==> config.mk <==
export PLATFORM = sky130hd
export DESIGN_NAME = if_id_skid_reg
export DESIGN_NICKNAME = d
export VERILOG_FILES = /design/src/rtl/if_id_skid_reg_pkg.sv /design/src/rtl/if_id_slot.sv /design/src/rtl/if_id_skid_reg.sv
export SDC_FILE = /design/constraint.sdc
export NUM_CORES = 1
export LEC_CHECK = 0
export CORE_UTILIZATION = 49
export DETAILED_ROUTE_END_ITERATION = 12
export GPL_ROUTABILITY_DRIVEN = 0
export PLACE_DENSITY = 0.87
export SYNTH_ARGS = -nofsm -noshare
export SYNTH_HDL_FRONTEND = slang
export SYNTH_SLANG_ARGS = --single-unit
==> constraint.sdc <==
create_clock -name clk -period 2.66 [get_ports clk]
set_input_delay 0.266 -clock clk [delete_from_list [all_inputs] [get_ports clk]]
set_output_delay 0.266 -clock clk [all_outputs]
set_load 0.01 [all_outputs]
==> src/rtl/if_id_skid_reg_pkg.sv <==
// Shared constants and types for the IF/ID skid register.
// Optional fetch-exception support is selected by IF_ID_EXC_EN.
package if_id_skid_reg_pkg;

    localparam logic [31:0] PC_RESET_DEFAULT  = 32'h0000_3000;
    localparam logic [31:0] NOP_INSTR_DEFAULT = 32'h0000_0000;
    localparam logic [31:0] IM_BASE_DEFAULT   = 32'h0000_3000;
    localparam logic [31:0] IM_TOP_DEFAULT    = 32'h0000_6FFC;

    localparam logic [4:0]  EXC_ADEL = 5'd4;

`ifdef IF_ID_EXC_EN
    // Entry layout: {pc[31:0], instr[31:0], exc[4:0]}
    localparam int unsigned ENTRY_W = 69;
`else
    // Entry layout: {pc[31:0], instr[31:0]}
    localparam int unsigned ENTRY_W = 64;
`endif

    typedef enum logic [1:0] {
        IFID_EMPTY = 2'd0,
        IFID_RUN   = 2'd1,
        IFID_FULL  = 2'd2
    } ifid_state_e;

    // True when a fetch address is misaligned or outside instruction memory.
    function automatic logic fetch_addr_bad(input logic [31:0] pc,
                                            input logic [31:0] base,
                                            input logic [31:0] top);
        return (pc[1:0] != 2'b00) || (pc < base) || (pc > top);
    endfunction

endpackage

==> src/rtl/if_id_slot.sv <==
// One IF/ID entry register with synchronous reset, clear and load.
module if_id_slot #(
    parameter int unsigned       W       = 64,
    parameter logic [W-1:0]      RST_VAL = '0
) (
    input  logic         clk,
    input  logic         reset,
    input  logic         clear_i,
    input  logic         load_i,
    input  logic [W-1:0] d_i,
    output logic [W-1:0] q_o
);

    logic [W-1:0] entry_q;

    // Reset/clear return the slot to its bubble value; load captures a new entry.
    always_ff @(posedge clk) begin
        if (reset || clear_i) begin
            entry_q <= RST_VAL;
        end else if (load_i) begin
            entry_q <= d_i;
        end
    end

    assign q_o = entry_q;

endmodule

==> src/rtl/if_id_skid_reg.sv <==
// IF/ID pipeline register with a one-entry skid slot and registered fetch ready.
// Define IF_ID_EXC_EN to add the fetch address check and the exc_d port.
module if_id_skid_reg
    import if_id_skid_reg_pkg::*;
#(
    parameter logic [31:0] PC_RESET  = PC_RESET_DEFAULT,
    parameter logic [31:0] NOP_INSTR = NOP_INSTR_DEFAULT
`ifdef IF_ID_EXC_EN
   ,parameter logic [31:0] IM_BASE   = IM_BASE_DEFAULT,
    parameter logic [31:0] IM_TOP    = IM_TOP_DEFAULT
`endif
) (
    input  logic        clk,
    input  logic        reset,
    input  logic [31:0] pc_f,
    input  logic [31:0] instr_f,
    input  logic        valid_f,
    input  logic        stall_d,
    input  logic        flush,
    output logic        en_pc,
    output logic [31:0] pc_d,
    output logic [31:0] instr_d,
    output logic        valid_d
`ifdef IF_ID_EXC_EN
   ,output logic [4:0]  exc_d
`endif
);

`ifdef IF_ID_EXC_EN
    localparam logic [ENTRY_W-1:0] RST_ENTRY = {PC_RESET, NOP_INSTR, 5'd0};
`else
    localparam logic [ENTRY_W-1:0] RST_ENTRY = {PC_RESET, NOP_INSTR};
`endif

    ifid_state_e        state_q, state_d;
    logic               en_pc_q;
    logic               accept, take;
    logic               main_load, main_clr, skid_load, skid_clr;
    logic [ENTRY_W-1:0] in_entry, bubble_entry, main_nxt;
    logic [ENTRY_W-1:0] main_q, skid_q;

    assign valid_d = (state_q != IFID_EMPTY);
    assign en_pc   = en_pc_q;
    assign accept  = valid_f & en_pc_q;
    assign take    = valid_d & ~stall_d;

`ifdef IF_ID_EXC_EN
    logic addr_bad;

    // Faulting fetches carry AdEL and a NOP so decode never sees the bad word.
    always_comb begin
        addr_bad     = fetch_addr_bad(pc_f, IM_BASE, IM_TOP);
        in_entry     = {pc_f, (addr_bad ? NOP_INSTR : instr_f), (addr_bad ? EXC_ADEL : 5'd0)};
        bubble_entry = {main_q[68:37], NOP_INSTR, 5'd0};
    end

    assign pc_d    = main_q[68:37];
    assign instr_d = main_q[36:5];
    assign exc_d   = main_q[4:0];
`else
    // Without the exception option the fetched word passes through untouched.
    always_comb begin
        in_entry     = {pc_f, instr_f};
        bubble_entry = {main_q[63:32], NOP_INSTR};
    end

    assign pc_d    = main_q[63:32];
    assign instr_d = main_q[31:0];
`endif

    // State register and registered fetch-ready (low only while both slots are held).
    always_ff @(posedge clk) begin
        if (reset) begin
            state_q <= IFID_EMPTY;
            en_pc_q <= 1'b1;
        end else begin
            state_q <= state_d;
            en_pc_q <= (state_d != IFID_FULL);
        end
    end

    // Next-state and slot control; flush overrides stall and accept.
    always_comb begin
        state_d   = state_q;
        main_load = 1'b0;
        main_clr  = 1'b0;
        skid_load = 1'b0;
        skid_clr  = 1'b0;
        main_nxt  = in_entry;
        if (flush) begin
            state_d  = IFID_EMPTY;
            main_clr = 1'b1;
            skid_clr = 1'b1;
        end else begin
            case (state_q)
                IFID_EMPTY: begin
                    if (accept) begin
                        main_load = 1'b1;
                        state_d   = IFID_RUN;
                    end
                end
                IFID_RUN: begin
                    if (accept && take) begin
                        main_load = 1'b1;
                    end else if (accept) begin
                        skid_load = 1'b1;
                        state_d   = IFID_FULL;
                    end else if (take) begin
                        // Drained with nothing new: leave a NOP bubble, keep the PC.
                        main_load = 1'b1;
                        main_nxt  = bubble_entry;
                        state_d   = IFID_EMPTY;
                    end
                end
                IFID_FULL: begin
                    if (take) begin
                        main_load = 1'b1;
                        main_nxt  = skid_q;
                        state_d   = IFID_RUN;
                    end
                end
                default: begin
                    state_d  = IFID_EMPTY;
                    main_clr = 1'b1;
                    skid_clr = 1'b1;
                end
            endcase
        end
    end

    if_id_slot #(
        .W       (ENTRY_W),
        .RST_VAL (RST_ENTRY)
    ) u_main (
        .clk     (clk),
        .reset   (reset),
        .clear_i (main_clr),
        .load_i  (main_load),
        .d_i     (main_nxt),
        .q_o     (main_q)
    );

    if_id_slot #(
        .W       (ENTRY_W),
        .RST_VAL (RST_ENTRY)
    ) u_skid (
        .clk     (clk),
        .reset   (reset),
        .clear_i (skid_clr),
        .load_i  (skid_load),
        .d_i     (in_entry),
        .q_o     (skid_q)
    );

endmodule
==> flow_metrics.tcl <==
# implementation run metrics
set metrics [dict create \
    min_path_type "primary input to flop" \
    fin_cells 888 \
    drc_errors 0 \
    rsz0062_at_grt "false" \
    fin_nets 813 \
    post_cts.repair.setup_buffers 0 \
    tool_warnings 29 \
    hold_viol 0 \
    ios 135 \
    fill_cells 801 \
    wl_per_cell_um 16.8 \
    grt_overflow 0 \
    fp.dieH_um 107 \
    cts_tree "done" \
    powerDensity_nw_per_um2 650 \
    synth_cell_type_count 33 \
    setup_tns_ns 0 \
    antenna_left 0 \
    outcome "finished, final reports clean" \
    wl_met3_um 1040 \
    h-tree-depth 4 \
]
==> critical path, cell delays in order, from the launching register on <==
cell and delay, ns:
dfxtp_1 0.40, inv_1 0.09, ha_1 0.33, nor2_1 0.38
o211ai_4 0.33, buf_4 0.32, a221oi_1 0.34, nor2_1 0.09
==> area by class of cell <==
cell class                      count  area (µm²)  area share (%)
Sequential cell                   131        2620            35.6
Clock inverter                     13         138            1.87
Multi-Input combinational cell    430        2460            33.4
Tap cell                          136         170            2.31
Timing Repair Buffer              157        1540            20.9
Clock buffer                       18         428            5.81
Inverter                            3        11.3           0.153
==> layer usage <==
metal  track usage, %  up-vias
met1             32.1     2458
met3             7.60       26
li1                 -     2423
met5                0        -
met2             47.6      208
met4             10.8        0
==> synth_stat cells <==
master / instances / share of area, %
o211ai_2: 1 / 0.23
inv_1: 3 / 0.21
dfxtp_1: 131 / 49
o21ai_1: 1 / 0.093
nor2_1: 68 / 4.8
nand2_1: 133 / 9.3
a21boi_0: 1 / 0.14
nor2b_1: 3 / 0.35
buf_2: 22 / 2.1
a311oi_1: 1 / 0.16
o21bai_1: 1 / 0.14
and3_1: 2 / 0.23
nor2_8: 1 / 0.37
a211oi_1: 1 / 0.14
a221oi_1: 32 / 5.2
nand2b_1: 1 / 0.12
clkbuf_1: 19 / 1.3
xnor2_1: 1 / 0.16
nor3_2: 1 / 0.19
o31ai_4: 1 / 0.40
a2111oi_0: 1 / 0.16
nor3_1: 3 / 0.28
buf_6: 6 / 1.3
a221oi_2: 30 / 8.4
nand3_1: 5 / 0.47
nand3_2: 1 / 0.19
ha_1: 4 / 0.93
buf_4: 6 / 0.84
or3_1: 3 / 0.35
a21oi_1: 70 / 6.5
o21ai_0: 63 / 5.9
clkbuf_2: 1 / 0.093
a32o_1: 1 / 0.19
==> layout by cell type (no fill, tap or decap), types with 2 or more instances in the layout <==
cell type,count
nor2_1,68
a221oi_2,30
buf_12,2
nand3_1,5
ha_1,4
inv_1,3
nor3_1,2
buf_4,21
a21oi_1,70
nand2_1,133
a221oi_1,32
dfxtp_1,131
clkbuf_8,2
clkbuf_16,16
bufinv_16,2
or3_2,2
clkinvlp_4,3
o21ai_0,63
clkdlybuf4s50_1,134
nor2b_1,3
clkinv_2,4
clkinv_4,4
==> path summary, 6_finish.rpt <==
path	slack (ns)	to	from	cells after the start
worst max register to register	0.24	u_main.q_o[2]$_SDFFE_PP0P_	state_q[0]$_SDFF_PP0_	7
worst min register to register	0.46	u_skid.q_o[25]$_SDFFE_PP0P_	u_skid.q_o[25]$_SDFFE_PP0P_	2
worst max-delay path	0.24	u_main.q_o[2]$_SDFFE_PP0P_	state_q[0]$_SDFF_PP0_	7
worst min-delay path	0.33	u_skid.q_o[31]$_SDFFE_PP0P_	instr_f[31]	3
==> logic make-up after synthesis <==
kind of cell    Yosys count  synth area share [%]
compound gates          204                  27.7
xor+xnor                  1                 0.163
fa+ha+maj                 4                 0.932
buf+inv                  57                  5.78
flops                   131                  48.9
simple gates            221                  16.6
==> power by group <==
part | switching [mW] | internal (mW)
sequential | 0.0299 | 2.02
combinational | 0.265 | 0.264
clock | 0.860 | 1.35
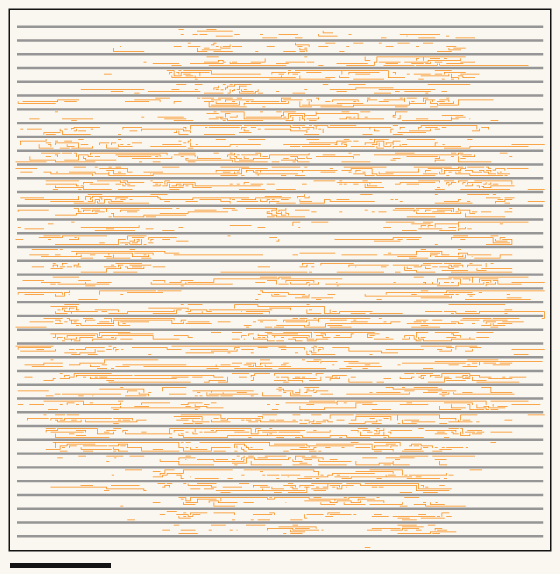
Figure 1: M1 wires.
Bar = 20 µm. Supply wires on this layer in grey.
wire length on this layer = 5980 µm
nets with wire on the layer = 728
DRT Wirelength: 14900 µm
total number of vias: 5115
met1 Track Usage GR: 32.1%

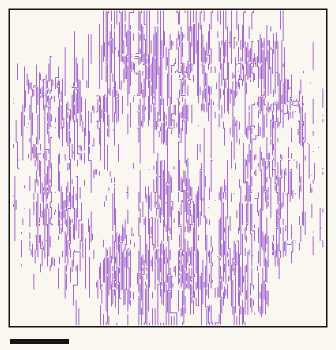
Figure 2: the metal 2 layer.
Bar = 20 µm.
longest straight run = 30.3 µm
share of all routed wire = 51%
nets with wire on the layer = 708
main direction = vertical
wire length on this layer = 7610 µm

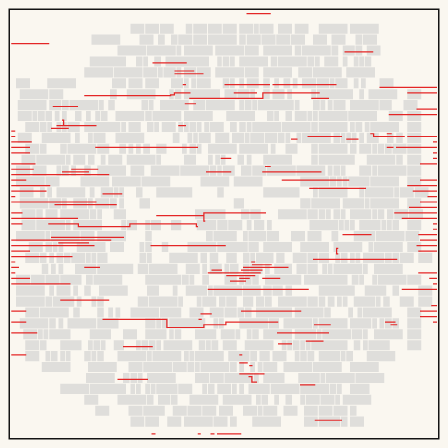
Figure 3: metal 3.
share of all routed wire = 7.0%
wire length on this layer = 1040 µm
longest straight run = 25.3 µm
nets with wire on the layer = 109

Power is estimated from default activity; no workload was simulated.
